## config.mk

```make
export PLATFORM = sky130hd
export DESIGN_NAME = bin_to_bcd_seq
export DESIGN_NICKNAME = d
export VERILOG_FILES = /design/src/rtl/calc_disp_pkg.sv /design/src/rtl/bcd_add3_nibble.sv /design/src/rtl/bin_to_bcd_seq.sv
export SDC_FILE = /design/constraint.sdc
export NUM_CORES = 1
export LEC_CHECK = 0
export CORE_MARGIN = 5
export CORE_UTILIZATION = 54
export DETAILED_ROUTE_END_ITERATION = 8
export PLACE_DENSITY_LB_ADDON = 0.12
export SLEW_MARGIN = 20
export SYNTH_ARGS = -nofsm -noshare
export SYNTH_HDL_FRONTEND = slang
export SYNTH_SLANG_ARGS = --single-unit
export TNS_END_PERCENT = 50
```

## constraint.sdc

```tcl
create_clock -name Clk -period 1.8 [get_ports Clk]
set_input_delay 0.36 -clock Clk [delete_from_list [all_inputs] [get_ports Clk]]
set_output_delay 0.36 -clock Clk [all_outputs]
set_load 0.02 [all_outputs]
```

## src/rtl/calc_disp_pkg.sv

```systemverilog
// ---------------------------------------------------------------------------
// calc_disp_pkg
// Purpose : Types and constants shared by the calculator answer-display path
//           (binary-to-BCD converter and its add-3 nibble cell).
// Contents: state_t      - converter FSM states (IDLE, SHIFT, DONE)
//           bcd_digit_t  - one packed BCD digit
//           BLANK_CODE   - digit code the seven-segment encoder shows dark
//           MAX_VAL      - largest value that fits in four decimal digits
//           blank_leading() - turns leading zero digits into the blank code
// ---------------------------------------------------------------------------
package calc_disp_pkg;

    typedef enum logic [1:0] {
        IDLE  = 2'd0,
        SHIFT = 2'd1,
        DONE  = 2'd2
    } state_t;

    typedef logic [3:0] bcd_digit_t;

    localparam bcd_digit_t BLANK_CODE = 4'hF;
    localparam int         MAX_VAL    = 9999;

    // Blank every zero digit above the most significant nonzero one.
    // The units digit is never blanked, so a value of zero still shows "0".
    function automatic logic [15:0] blank_leading(input logic [15:0] digits,
                                                  input bcd_digit_t blank);
        logic [15:0] res;
        res = digits;
        if (digits[15:12] == 4'd0) begin
            res[15:12] = blank;
            if (digits[11:8] == 4'd0) begin
                res[11:8] = blank;
                if (digits[7:4] == 4'd0) begin
                    res[7:4] = blank;
                end
            end
        end
        return res;
    endfunction

endpackage

```

## src/rtl/bcd_add3_nibble.sv

```systemverilog
// ---------------------------------------------------------------------------
// bcd_add3_nibble
// Purpose : Shift-add-3 correction cell for one BCD digit. A digit of 5 or
//           more becomes >= 10 after the following left shift, so adding 3
//           first makes the shift carry correctly into the next digit.
//           Inputs 5..9 map to 8..12, so the result never leaves the nibble.
// Ports   : din  - BCD digit before correction
//           dout - corrected digit
// ---------------------------------------------------------------------------
module bcd_add3_nibble
    import calc_disp_pkg::*;
(
    input  bcd_digit_t din,
    output bcd_digit_t dout
);

    always_comb begin
        dout = din;
        if (din >= 4'd5) begin
            dout = din + 4'd3;
        end
    end

endmodule

```

## src/rtl/bin_to_bcd_seq.sv

```systemverilog
// ---------------------------------------------------------------------------
// bin_to_bcd_seq
// Purpose : Sequential binary-to-BCD converter for the calculator answer
//           path. Uses shift-add-3 (double dabble), one operand bit per
//           clock. The result is committed WIDTH+1 edges after the accepting
//           edge and is then held until the next accepted start, clr or reset.
// Ports   : Clk      - system clock, rising edge
//           Reset_n  - asynchronous active-low reset
//           start    - single-cycle request, accepted in IDLE or DONE only
//           operand  - unsigned binary value, sampled on the accepting edge
//           clr      - synchronous clear of result/ansrdy (ignored while busy)
//           busy     - conversion in progress
//           ansrdy   - digits valid
//           ovf      - last operand exceeded MAX_VAL (digits shown blank)
//           ans0/ans10/ans100/ans1000 - units/tens/hundreds/thousands digits
// Options : LEAD_ZERO_BLANK_EN - when defined, leading zero digits are
//           replaced by BLANK_CODE at commit time (units digit always shown).
// ---------------------------------------------------------------------------
module bin_to_bcd_seq #(
    parameter int         WIDTH      = 14,
    parameter int         MAX_VAL    = calc_disp_pkg::MAX_VAL,
    parameter logic [3:0] BLANK_CODE = calc_disp_pkg::BLANK_CODE
) (
    input  logic             Clk,
    input  logic             Reset_n,
    input  logic             start,
    input  logic [WIDTH-1:0] operand,
    input  logic             clr,
    output logic             busy,
    output logic             ansrdy,
    output logic             ovf,
    output logic [3:0]       ans0,
    output logic [3:0]       ans10,
    output logic [3:0]       ans100,
    output logic [3:0]       ans1000
);

    import calc_disp_pkg::*;

    // iter counts 0..WIDTH: values below WIDTH are shift cycles, WIDTH is
    // the extra commit cycle that gives the fixed WIDTH+1 latency.
    localparam int ITER_W = $clog2(WIDTH + 1);
    localparam logic [ITER_W-1:0] ITER_LAST = ITER_W'(WIDTH);
    localparam logic [15:0]       ALL_BLANK = {4{BLANK_CODE}};

    state_t            state_q,    state_d;
    logic [WIDTH-1:0]  shift_q,    shift_d;
    logic [15:0]       acc_q,      acc_d;
    logic [ITER_W-1:0] iter_q,     iter_d;
    logic              ovf_pend_q, ovf_pend_d;
    logic              busy_q,     busy_d;
    logic              ansrdy_q,   ansrdy_d;
    logic              ovf_q,      ovf_d;
    logic [15:0]       ans_q,      ans_d;

    logic [15:0]       acc_adj;
    logic [31:0]       operand_ext;

    assign operand_ext = 32'(operand);

    // One add-3 correction cell per BCD digit of the accumulator.
    generate
        for (genvar gi = 0; gi < 4; gi++) begin : g_add3
            bcd_add3_nibble u_add3 (
                .din  (acc_q[gi*4 +: 4]),
                .dout (acc_adj[gi*4 +: 4])
            );
        end
    endgenerate

    always_comb begin
        state_d    = state_q;
        shift_d    = shift_q;
        acc_d      = acc_q;
        iter_d     = iter_q;
        ovf_pend_d = ovf_pend_q;
        busy_d     = busy_q;
        ansrdy_d   = ansrdy_q;
        ovf_d      = ovf_q;
        ans_d      = ans_q;

        case (state_q)
            IDLE, DONE: begin
                // start has priority over clr on the same edge; digits keep
                // their old values until the commit, only ansrdy drops.
                if (start) begin
                    shift_d    = operand;
                    acc_d      = 16'd0;
                    iter_d     = '0;
                    ovf_pend_d = (operand_ext > 32'(MAX_VAL));
                    ansrdy_d   = 1'b0;
                    ovf_d      = 1'b0;
                    busy_d     = 1'b1;
                    state_d    = SHIFT;
                end else if (clr) begin
                    ansrdy_d = 1'b0;
                    ovf_d    = 1'b0;
                    ans_d    = ALL_BLANK;
                end
            end

            SHIFT: begin
                if (iter_q == ITER_LAST) begin
                    // Commit edge: all WIDTH bits have been shifted in.
                    if (ovf_pend_q) begin
                        ovf_d = 1'b1;
                        ans_d = ALL_BLANK;
                    end else begin
`ifdef LEAD_ZERO_BLANK_EN
                        ans_d = blank_leading(acc_q, BLANK_CODE);
`else
                        ans_d = acc_q;
`endif
                    end
                    ansrdy_d = 1'b1;
                    busy_d   = 1'b0;
                    state_d  = DONE;
                end else begin
                    // Corrected accumulator and operand shift left as one word.
                    acc_d   = {acc_adj[14:0], shift_q[WIDTH-1]};
                    shift_d = {shift_q[WIDTH-2:0], 1'b0};
                    iter_d  = iter_q + ITER_W'(1);
                end
            end

            default: begin
                state_d = IDLE;
                busy_d  = 1'b0;
            end
        endcase
    end

    always_ff @(posedge Clk or negedge Reset_n) begin
        if (!Reset_n) begin
            state_q    <= IDLE;
            shift_q    <= '0;
            acc_q      <= 16'd0;
            iter_q     <= '0;
            ovf_pend_q <= 1'b0;
            busy_q     <= 1'b0;
            ansrdy_q   <= 1'b0;
            ovf_q      <= 1'b0;
            ans_q      <= ALL_BLANK;
        end else begin
            state_q    <= state_d;
            shift_q    <= shift_d;
            acc_q      <= acc_d;
            iter_q     <= iter_d;
            ovf_pend_q <= ovf_pend_d;
            busy_q     <= busy_d;
            ansrdy_q   <= ansrdy_d;
            ovf_q      <= ovf_d;
            ans_q      <= ans_d;
        end
    end

    assign busy    = busy_q;
    assign ansrdy  = ansrdy_q;
    assign ovf     = ovf_q;
    assign ans0    = ans_q[3:0];
    assign ans10   = ans_q[7:4];
    assign ans100  = ans_q[11:8];
    assign ans1000 = ans_q[15:12];

endmodule

```

Figure 1. Gate families picked out.
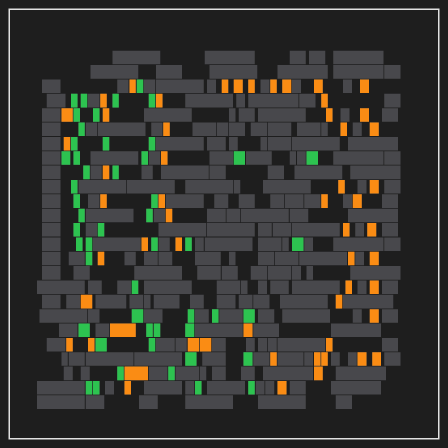
[nor cells] orange | cells: 56 | most used: nor2_1 | where: widely spread
[nand cells] green | cells: 50 | most used: nand2_1
final non-filler cell total: 390
leading cell type in the layout, fill and taps excluded: sky130_fd_sc_hd__dfrtp_1
logic share of the area: 0.352

Figure 2. Cells colored by class.
Bar = 20 µm.
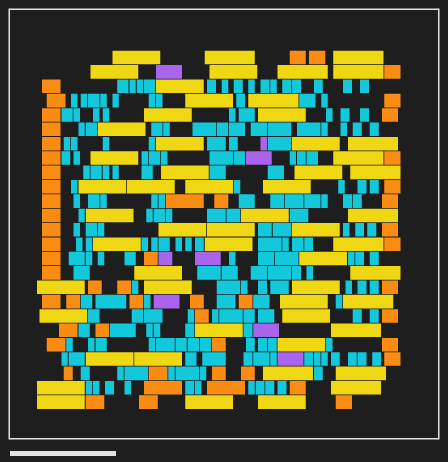
[remaining logic cells] cyan | cells: 206 | share of their area: 37%
[remaining buffers and delay cells] orange | cells: 53 | share of their area: 16%
[clock drivers and dummy loads] purple | cells: 8 | share of their area: 2.9%
[registers] yellow | cells: 56 | share of their area: 44%
post-layout instance area: 0.00331 mm²
row cnt: 25
sequential portion of the cell area: 0.430
Core ar.: 0.00482 mm²

Figure 3. Sequential cells grouped by signal name.
Bar = 20 µm.
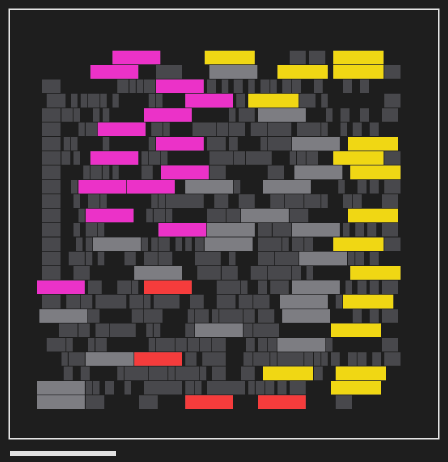
[`ans_q`] yellow | flops: 16
[`shift_q`] magenta | flops: 14
[`iter_q`] red | flops: 4 | where: south
not colored: 22
Flop+latch power: 0.00236 W
Util after Layout: 0.686
combined flip-flop and latch cell area: 0.00142 mm²

Figure 4. Congestion heat map.
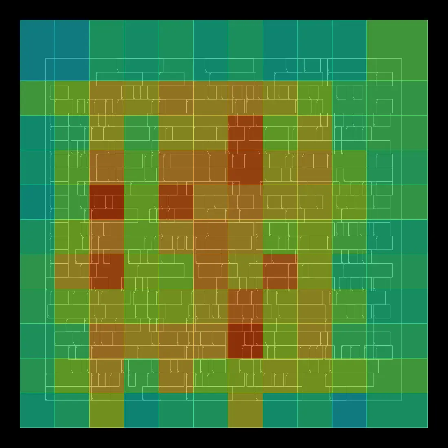
met3 Resource Use GR: 0.0377
GRT busiest layer: met2
Global Route met1 Usage: 0.241
Avg WL per Cell: 13.6 µm
global-route total usage across every layer: 0.180

==> flow_summary_export.csv <==
group,metric,value,unit
setup_path,worst_setup_path_end_kind,"output pin",
clock_tree,cts_tree,"yes",
sta,rsz0062_at_grt,"false",
synthesis,synth.top_cells.by_count,"sky130_fd_sc_hd__dfrtp_1 (40), sky130_fd_sc_hd__nand2_1 (39), sky130_fd_sc_hd__nor2_1 (33)",
setup_path,cpMaxStageDelayCell,"sky130_fd_sc_hd__clkdlybuf4s50_1",
setup_path,timing.critical_path.arrival,1.31,ns
sta,layout_worst_path_cycle_share,0.927,
setup_path,timing_worst_setup_path_type,"reg -> out",
clock_tree,cts-root-to-sink-buffers,2,
setup_path,timing.critical_path.buf_inv,1,
sta,setup_tns,0,ns
setup_path,crit_path_end,"busy",
placement,placement.cell_area,0.00321,mm²
setup_path,cell_family_contributing_the_most_delay_on_the_critical_path,"buffers and inverters",
run_status,run_status,"completed",
grt,grt_first_pass_wirelength,9.08,mm
die,tapcell.inserted,67,
layout,area_growth_syn_to_layout,21.1,%
setup_path,timing_startpoint_of_the_critical_path,"busy",
pwr,sw_frac_of_total,0.408,
layout,sequential_cell_total,56,
sta,setup_ws,0.131,ns
synthesis,post_synth_instance_area,0.00273,mm²
[power groups by stage]
stage	clock network [W]	logic [W]	registers (W)
6_report	0.000710	0.00304	0.00236
3_5_place_dp	0	0.00311	0.00240
4_1_cts	0.000734	0.00303	0.00237
5_1_grt	0.000793	0.00338	0.00246
2_1_floorplan	0	0.00212	0.00246
3_3_place_gp	0	0.00302	0.00237
[cells by family (layout without fill, tap and decap cells)]
kind of cell | after synthesis | in the layout | share of synthesized area
compound gates | 65 | 65 | 0.160
xor+xnor | 7 | 7 | 0.0225
fa+ha+maj | 10 | 10 | 0.0459
buf+inv | 27 | 72 | 0.0532
flops | 56 | 56 | 0.521
mux | 6 | 6 | 0.0220
simple gates | 107 | 107 | 0.175
Power is estimated from default activity; no workload was simulated.
